[src/rtl/wb_pkg.sv]
`default_nettype none
// ============================================================================
// Module   : wb_pkg
// Brief    : Shared types for the writeback merge unit: load-format encoding,
//            buffered result entry and the load-data formatting function.
// Revision : 1.0 - initial release
// ============================================================================
package wb_pkg;

    // Load-data formatting selector carried with every result
    typedef enum logic [2:0] {
        LD_NONE = 3'd0,
        LD_LB   = 3'd1,
        LD_LH   = 3'd2,
        LD_LW   = 3'd3,
        LD_LBU  = 3'd4,
        LD_LHU  = 3'd5,
        LD_LWU  = 3'd6,
        LD_LD   = 3'd7
    } ld_fmt_e;

    // One buffered result; data is held at the widest supported XLEN
    typedef struct packed {
        logic [4:0]  rd;
        logic        fpr;
        ld_fmt_e     fmt;
        logic [63:0] data;
    } wb_entry_t;

    // Sign/zero extension of load data. LWU and LD have no meaning on a
    // 32-bit datapath and fall back to pass-through.
    function automatic logic [63:0] ld_format(input ld_fmt_e fmt,
                                              input logic [63:0] data,
                                              input logic is_64);
        logic [63:0] res;
        ld_fmt_e     f;
        f = fmt;
        if (!is_64 && ((fmt == LD_LWU) || (fmt == LD_LD))) begin
            f = LD_NONE;
        end
        case (f)
            LD_LB:   res = {{56{data[7]}},  data[7:0]};
            LD_LH:   res = {{48{data[15]}}, data[15:0]};
            LD_LW:   res = {{32{data[31]}}, data[31:0]};
            LD_LBU:  res = {56'b0, data[7:0]};
            LD_LHU:  res = {48'b0, data[15:0]};
            LD_LWU:  res = {32'b0, data[31:0]};
            default: res = data;
        endcase
        return res;
    endfunction

endpackage
`default_nettype wire

[src/rtl/wb_fifo.sv]
`default_nettype none
// ============================================================================
// Module   : wb_fifo
// Brief    : Per-channel result FIFO. Pointers carry one extra wrap bit so
//            full/empty are distinguished without a separate counter.
// Revision : 1.0 - initial release
// ============================================================================
module wb_fifo
    import wb_pkg::*;
#(
    parameter int  DEPTH = 4,
    parameter type T     = wb_entry_t
) (
    input  logic clk_i,
    input  logic rst_i,
    input  logic i_flush,
    input  logic i_push,
    input  T     i_data,
    input  logic i_pop,
    output T     o_head,
    output logic o_full,
    output logic o_empty
);

    localparam int c_AW = $clog2(DEPTH);

    logic [c_AW:0] r_wptr;
    logic [c_AW:0] r_rptr;
    T              r_mem [DEPTH];
    logic          w_do_push;
    logic          w_do_pop;

    assign o_full    = (r_wptr[c_AW] != r_rptr[c_AW]) &&
                       (r_wptr[c_AW-1:0] == r_rptr[c_AW-1:0]);
    assign o_empty   = (r_wptr == r_rptr);
    assign o_head    = r_mem[r_rptr[c_AW-1:0]];
    assign w_do_push = i_push & ~o_full & ~i_flush;
    assign w_do_pop  = i_pop & ~o_empty & ~i_flush;

    // Pointer update; flush empties the FIFO regardless of push/pop
    always_ff @(posedge clk_i or negedge rst_i) begin
        if (!rst_i) begin
            r_wptr <= '0;
            r_rptr <= '0;
        end else if (i_flush) begin
            r_wptr <= '0;
            r_rptr <= '0;
        end else begin
            if (w_do_push) r_wptr <= r_wptr + 1'b1;
            if (w_do_pop)  r_rptr <= r_rptr + 1'b1;
        end
    end

    // Storage write; contents are only meaningful between the pointers
    always_ff @(posedge clk_i) begin
        if (w_do_push) r_mem[r_wptr[c_AW-1:0]] <= i_data;
    end

endmodule
`default_nettype wire

[src/rtl/wb_merge_unit.sv]
`default_nettype none
// ============================================================================
// Module   : wb_merge_unit
// Brief    : Merges NUM_CH buffered result channels into NUM_WP register-file
//            write ports with round-robin arbitration, same-destination
//            deferral and load-data formatting.
//            Optional macro WB_BYPASS_EN: an empty channel that wins
//            arbitration is written directly from its inputs (1-cycle path).
// Revision : 1.0 - initial release
// ============================================================================
module wb_merge_unit
    import wb_pkg::*;
#(
    parameter int XLEN   = 32,
    parameter int NUM_CH = 4,
    parameter int NUM_WP = 1,
    parameter int DEPTH  = 4
) (
    input  logic                           clk_i,
    input  logic                           rst_i,
    input  logic                           flush_i,
    input  logic [NUM_CH-1:0]              ch_valid_i,
    output logic [NUM_CH-1:0]              ch_ready_o,
    input  logic [NUM_CH-1:0][4:0]         ch_rd_i,
    input  logic [NUM_CH-1:0]              ch_fpr_i,
    input  logic [NUM_CH-1:0][2:0]         ch_fmt_i,
    input  logic [NUM_CH-1:0][XLEN-1:0]    ch_data_i,
    output logic [NUM_WP-1:0]              wp_rd_web_o,
    output logic [NUM_WP-1:0]              wp_frd_web_o,
    output logic [NUM_WP-1:0][4:0]         wp_rd_o,
    output logic [NUM_WP-1:0][XLEN-1:0]    wp_data_o,
    output logic                           busy_o
);

    localparam int c_CW = $clog2(NUM_CH);

    wb_entry_t         w_in_entry [NUM_CH];
    wb_entry_t         w_head     [NUM_CH];
    wb_entry_t         w_cand     [NUM_CH];
    logic [NUM_CH-1:0] w_full;
    logic [NUM_CH-1:0] w_empty;
    logic [NUM_CH-1:0] w_push;
    logic [NUM_CH-1:0] w_pop;
    logic [NUM_CH-1:0] w_take;
    logic [NUM_CH-1:0] w_cand_vld;
    logic [NUM_CH-1:0] w_grant;

    logic [c_CW-1:0]   r_rr;
    logic [c_CW-1:0]   w_idx;
    logic [c_CW-1:0]   w_last;
    logic              w_any;
    logic              w_hz;
    int                w_ngnt;
    int                w_np;
    logic [4:0]        w_g_rd     [NUM_WP];
    logic              w_g_fpr    [NUM_WP];
    logic              w_port_vld [NUM_WP];
    logic [c_CW-1:0]   w_port_ch  [NUM_WP];
    wb_entry_t         w_port_ent [NUM_WP];
    logic [XLEN-1:0]   w_port_data[NUM_WP];

    logic [NUM_WP-1:0]           r_vld;
    logic [NUM_WP-1:0]           r_fpr;
    logic [NUM_WP-1:0][4:0]      r_rd;
    logic [NUM_WP-1:0][XLEN-1:0] r_data;

    generate
        for (genvar i = 0; i < NUM_CH; i++) begin : g_ch
            assign w_in_entry[i].rd   = ch_rd_i[i];
            assign w_in_entry[i].fpr  = ch_fpr_i[i];
            assign w_in_entry[i].fmt  = ld_fmt_e'(ch_fmt_i[i]);
            assign w_in_entry[i].data = 64'(ch_data_i[i]);

`ifdef WB_BYPASS_EN
            assign w_cand_vld[i] = ~w_empty[i] | (ch_valid_i[i] & ~flush_i);
            assign w_cand[i]     = w_empty[i] ? w_in_entry[i] : w_head[i];
            assign w_take[i]     = w_grant[i] & w_empty[i];
`else
            assign w_cand_vld[i] = ~w_empty[i];
            assign w_cand[i]     = w_head[i];
            assign w_take[i]     = 1'b0;
`endif
            // A bypassed result never enters the FIFO
            assign w_push[i] = ch_valid_i[i] & ~w_full[i] & ~flush_i & ~w_take[i];
            assign w_pop[i]  = w_grant[i] & ~w_empty[i];

            wb_fifo #(
                .DEPTH (DEPTH),
                .T     (wb_entry_t)
            ) u_fifo (
                .clk_i   (clk_i),
                .rst_i   (rst_i),
                .i_flush (flush_i),
                .i_push  (w_push[i]),
                .i_data  (w_in_entry[i]),
                .i_pop   (w_pop[i]),
                .o_head  (w_head[i]),
                .o_full  (w_full[i]),
                .o_empty (w_empty[i])
            );
        end
    endgenerate

    assign ch_ready_o = ~w_full;
    assign busy_o     = (|(~w_empty)) | (|r_vld);

    // Round-robin scan from r_rr; skip a candidate whose destination matches
    // one already granted this cycle, so it is retried later rather than lost
    always_comb begin
        w_grant = '0;
        w_any   = 1'b0;
        w_last  = r_rr;
        w_ngnt  = 0;
        w_idx   = '0;
        w_hz    = 1'b0;
        for (int p = 0; p < NUM_WP; p++) begin
            w_g_rd[p]  = '0;
            w_g_fpr[p] = 1'b0;
        end
        for (int k = 0; k < NUM_CH; k++) begin
            w_idx = c_CW'((int'(r_rr) + k) % NUM_CH);
            w_hz  = 1'b0;
            for (int p = 0; p < NUM_WP; p++) begin
                if ((p < w_ngnt) && (w_g_rd[p] == w_cand[w_idx].rd) &&
                    (w_g_fpr[p] == w_cand[w_idx].fpr)) begin
                    w_hz = 1'b1;
                end
            end
            if (w_cand_vld[w_idx] && !w_hz && (w_ngnt < NUM_WP)) begin
                for (int p = 0; p < NUM_WP; p++) begin
                    if (p == w_ngnt) begin
                        w_g_rd[p]  = w_cand[w_idx].rd;
                        w_g_fpr[p] = w_cand[w_idx].fpr;
                    end
                end
                w_grant[w_idx] = 1'b1;
                w_last         = w_idx;
                w_any          = 1'b1;
                w_ngnt         = w_ngnt + 1;
            end
        end
    end

    // Map granted channels onto ports by ascending channel index and format
    always_comb begin
        w_np = 0;
        for (int p = 0; p < NUM_WP; p++) begin
            w_port_vld[p] = 1'b0;
            w_port_ch[p]  = '0;
        end
        for (int i = 0; i < NUM_CH; i++) begin
            if (w_grant[i]) begin
                for (int p = 0; p < NUM_WP; p++) begin
                    if (p == w_np) begin
                        w_port_vld[p] = 1'b1;
                        w_port_ch[p]  = c_CW'(i);
                    end
                end
                w_np = w_np + 1;
            end
        end
        for (int p = 0; p < NUM_WP; p++) begin
            w_port_ent[p]  = w_cand[w_port_ch[p]];
            w_port_data[p] = XLEN'(ld_format(w_port_ent[p].fmt,
                                             w_port_ent[p].data, XLEN == 64));
        end
    end

    // Output register: one-cycle write pulse per grant, zeros when idle
    always_ff @(posedge clk_i or negedge rst_i) begin
        if (!rst_i) begin
            r_vld  <= '0;
            r_fpr  <= '0;
            r_rd   <= '0;
            r_data <= '0;
        end else begin
            for (int p = 0; p < NUM_WP; p++) begin
                if (w_port_vld[p] && !flush_i) begin
                    r_vld[p]  <= 1'b1;
                    r_fpr[p]  <= w_port_ent[p].fpr;
                    r_rd[p]   <= w_port_ent[p].rd;
                    r_data[p] <= w_port_data[p];
                end else begin
                    r_vld[p]  <= 1'b0;
                    r_fpr[p]  <= 1'b0;
                    r_rd[p]   <= '0;
                    r_data[p] <= '0;
                end
            end
        end
    end

    // Round-robin pointer advances past the last grant; held across flush
    always_ff @(posedge clk_i or negedge rst_i) begin
        if (!rst_i) begin
            r_rr <= '0;
        end else if (w_any && !flush_i) begin
            r_rr <= (w_last == c_CW'(NUM_CH - 1)) ? '0 : w_last + 1'b1;
        end
    end

    assign wp_rd_web_o  = r_vld & ~r_fpr & {NUM_WP{1'b1}} &
                          {NUM_WP{1'b1}} & w_rd_nz();
    assign wp_frd_web_o = r_vld & r_fpr;
    assign wp_rd_o      = r_rd;
    assign wp_data_o    = r_data;

    // Per-port "destination is not x0" vector
    function automatic logic [NUM_WP-1:0] w_rd_nz();
        logic [NUM_WP-1:0] v;
        for (int p = 0; p < NUM_WP; p++) begin
            v[p] = (r_rd[p] != 5'd0);
        end
        return v;
    endfunction

endmodule
`default_nettype wire

[config.mk]
export PLATFORM = sky130hd
export DESIGN_NAME = wb_merge_unit
export DESIGN_NICKNAME = d
export VERILOG_FILES = /design/src/rtl/wb_pkg.sv /design/src/rtl/wb_fifo.sv /design/src/rtl/wb_merge_unit.sv
export SDC_FILE = /design/constraint.sdc
export NUM_CORES = 1
export LEC_CHECK = 0
export ABC_AREA = 1
export CORE_UTILIZATION = 55
export CTS_CLUSTER_SIZE = 14
export DETAILED_ROUTE_END_ITERATION = 10
export GPL_TIMING_DRIVEN = 0
export PLACE_DENSITY = 0.83
export SYNTH_ARGS = -nofsm -noshare
export SYNTH_HDL_FRONTEND = slang
export SYNTH_SLANG_ARGS = --single-unit
[constraint.sdc]
create_clock -name clk_i -period 8.2 [get_ports clk_i]
set_input_delay 1.23 -clock clk_i [delete_from_list [all_inputs] [get_ports clk_i]]
set_output_delay 1.23 -clock clk_i [all_outputs]
set_load 0.01 [all_outputs]
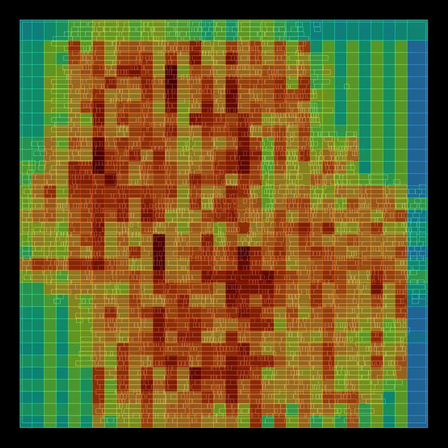
(routing congestion)
post-DR wirelength/cell: 25.59 um
met1 layer usage reported by global route: 0.4185

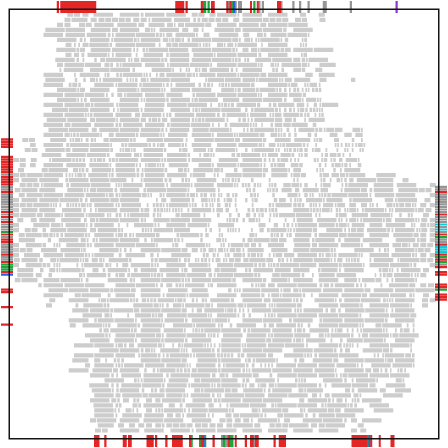
(ports around the boundary)
Pins as bars across the die edge, other pins in grey.
Key: green = ch_rd_i [pins 20, direction input, edge 7 bottom, 5 top, 4 right, 4 left]; cyan = wp_rd_o [pins 5, direction output, edge right]; blue = ch_fpr_i [pins 4, direction input, edge 2 bottom, 1 top, 1 left]; purple = clk_i [pins 1, direction input, edge top]; red = ch_data_i [pins 128, direction input, edge 48 bottom, 37 top, 29 left, 14 right]
All pins by edge: 61 bottom, 57 top, 56 left, 41 right.
die x size: 232.4 um
count of port buffers added during placement: 214
Vert. Die Dim: 232.4 um

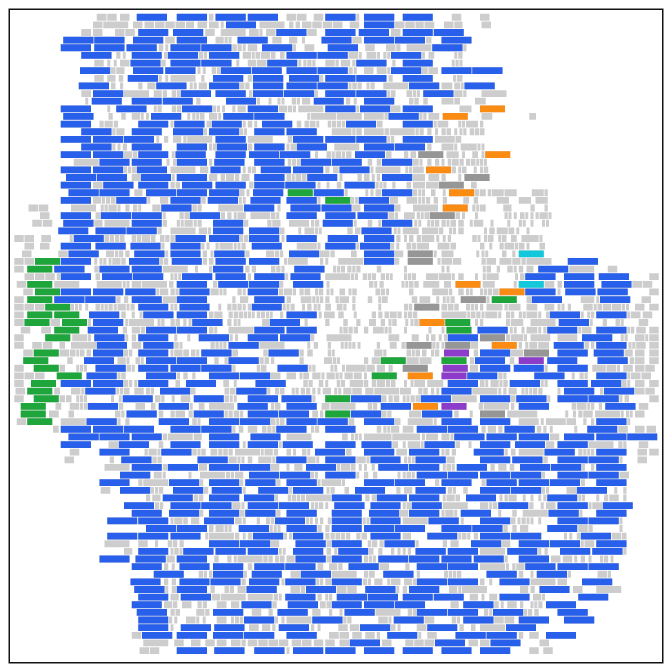
(sequential cells grouped by signal name)
Key: green = wp_data_o [flops 32, where a band across the middle]; cyan = r_rr [flops 2]; blue = g_ch.u_fifo.r_mem [flops 656, where widely spread]; purple = wp_rd_o [flops 5]; orange = g_ch.u_fifo.r_wptr [flops 12]

## metrics by stage
| stage | instance area [sq um] | power (W) | util | hold slack, ns |
|---|---|---|---|---|
| floorplan | 29200 | 0.008632 | - | 0.4551 |
| global route | 34870 | 0.01525 | 0.6636 | 0.5319 |
| CTS | 34870 | 0.01448 | 0.6635 | 0.5108 |
| global placement | 32210 | 0.01120 | 0.6129 | 0.4855 |
| detailed placement | 32660 | 0.01136 | 0.6215 | 0.5008 |
| finish | 34870 | 0.01469 | 0.6636 | 0.5155 |
## layout make-up
cell class	instances	area [sq um]
fill	3506	17680
clock buffer	96	1994
buffer	139	584.3
tap	688	860.8
timing repair buffer	230	2475
clock inverter	33	211.5
inverter	82	307.8
sequential	721	21330
antenna	2	5.005
multi-input combinational	1318	7107
## kinds of logic (layout without fill, tap and decap cells)
group | Yosys count | in the layout
other | 0 | 2
and+or+nand+nor | 746 | 746
xor gates and xnor gates | 5 | 5
AOI/OAI and AO/OA | 536 | 536
adders and majority gates | 31 | 31
DFF | 721 | 721
buffers and inverters | 221 | 580
## worst paths after layout
kind / startpoint / end / slack [ns] / cells past startpoint
max reg2reg: r_rr[1] / wp_data_o[28] / 3.10 / 24
max: r_rr[1] / wp_data_o[28] / 3.10 / 24
min in group asynchronous: rst_i / g_ch[0].u_fifo.r_wptr[1] / 0.72 / 1
min: g_ch[3].u_fifo.r_wptr[2] / g_ch[3].u_fifo.r_wptr[2] / 0.52 / 1
max in group asynchronous: rst_i / wp_data_o[0] / 6.84 / 1
min reg2reg: g_ch[3].u_fifo.r_wptr[2] / g_ch[3].u_fifo.r_wptr[2] / 0.52 / 1
## per-layer routing
| metal | GRT usage | part of all wire | routed length (um) |
|---|---|---|---|
| met5 | 0 | 0.00078 | 66 |
| met4 | 0.1577 | 0.050 | 4248 |
| met3 | 0.05772 | 0.12 | 10110 |
| met2 | 0.4934 | 0.47 | 40020 |
| met1 | 0.4185 | 0.36 | 30230 |
## report_power, final
part	total (W)	switching [W]	internal [W]	leakage (nW)
logic	0.00724	0.00520	0.00204	4.14
registers	0.00436	0.000117	0.00424	6.83
clock network	0.00310	0.00135	0.00175	1.09
total	0.0147	0.00667	0.00802	12.1
## Yosys cell counts (all sizes together)
master	n	share of area
xor2	1	0.00030
a32oi	17	0.0051
nand3	115	0.021
a221oi	2	0.00060
inv	79	0.010
o221ai	92	0.028
nand2	266	0.036
a21boi	1	0.00026
nand4	13	0.0032
o21ai	288	0.050
a21oi	64	0.011
ha	31	0.013
o22ai	33	0.0071
nor3	3	0.00051
clkinv	3	0.00039
a211oi	2	0.00051
xnor2	4	0.0022
a311oi	13	0.0039
a32o	23	0.0079
a211o	1	0.00030
or2	20	0.0043
nor2	327	0.043
clkbuf	114	0.015
nand3b	2	0.00051
edfxtp	656	0.67
buf	25	0.0054
dfrtp	65	0.056
## sequential cells by signal, summed over array words and instances, names as in the netlist
signal,count
wp_rd_o,5
g_ch.u_fifo.r_mem,656
wp_data_o,32
g_ch.u_fifo.r_rptr,12
r_rr,2
g_ch.u_fifo.r_wptr,12
r_fpr,1
r_vld,1
==> results_dict.tcl <==
# flow metrics
set metrics [dict create \
    result_of_the_run "finished clean" \
    tritoncts.num_buffers 71 \
    xor_area_frac 0.002528 \
    yosys_cells 2260 \
    first_global_vias 20300 \
    final_min_period_over_clock_period 0.6219 \
    core_region_area_sq_um 52550 \
    chip_area_sq_um 54020 \
    power.static_leakage_nw 12.06 \
    kind_of_start_point_of_the_critical_path "flip-flop" \
    period_minus_slack_ns 5.099 \
    placed_cells 3178 \
    cp-end-kind "flip-flop" \
    synth.cellmix.compoundShare 0.1144 \
    layout_top_cells "sky130_fd_sc_hd__edfxtp_1 (656), sky130_fd_sc_hd__nor2_1 (296), sky130_fd_sc_hd__o21ai_0 (287), sky130_fd_sc_hd__nand2_1 (251), sky130_fd_sc_hd__clkdlybuf4s50_1 (213)" \
    grt_start_max_net_pins 66 \
    row_count 84 \
    critical_path_buf_inv_count 7 \
    mappedNetlistArea_sq_um 29200 \
    path_class "flip-flop to flip-flop" \
    top_layout_cell "sky130_fd_sc_hd__edfxtp_1" \
    floorplan.nets 2462 \
    tritoncts_clock_tree "done" \
    first_pass_grt_wire_length_mm 123.2 \
    unrepaired_setup_endpoints_after_global_routing "false" \
    min-delay-path-class "flip-flop to flip-flop" \
    syn-mean-instance-area_sq_um 12.92 \
    yosys.area_share.simple 0.1090 \
    ctsHoldBuffers 0 \
    flow.area_growth_from_synthesis_pct 19.40 \
    clock-skew-final_ns 0.02207 \
    route.detailed.drc 0 \
    finalWeightedCongestion 0.9279 \
    drive_gt1_frac 0.08897 \
    synth_cells 2260 \
    postCtsResizedCells 0 \
    postRouteAntennaNets 0 \
    postLayoutSetupSlackWorst_ns 3.101 \
    synth_flops 721 \
    worst_path_most_repeated_cell "sky130_fd_sc_hd__nand2_1" \
    cts.repair_timing.setup_buffer_count 0 \
    yosysSeqAreaShare 0.7302 \
    clk_pin_slew_worst_paths_ns 0.06 \
    ys_chip_area_sq_um 29200 \
    drv_slew 0 \
    clk_root_buffer_cell "sky130_fd_sc_hd__clkbuf_16" \
    cts_htree_levels 3 \
    grt_overflow 0 \
    fin_setup_tns_ns 0 \
    drt_first_pass_iters 7 \
    preCtsSetupSlack_ns 3.170 \
]
Power and IR drop assume default switching activity.
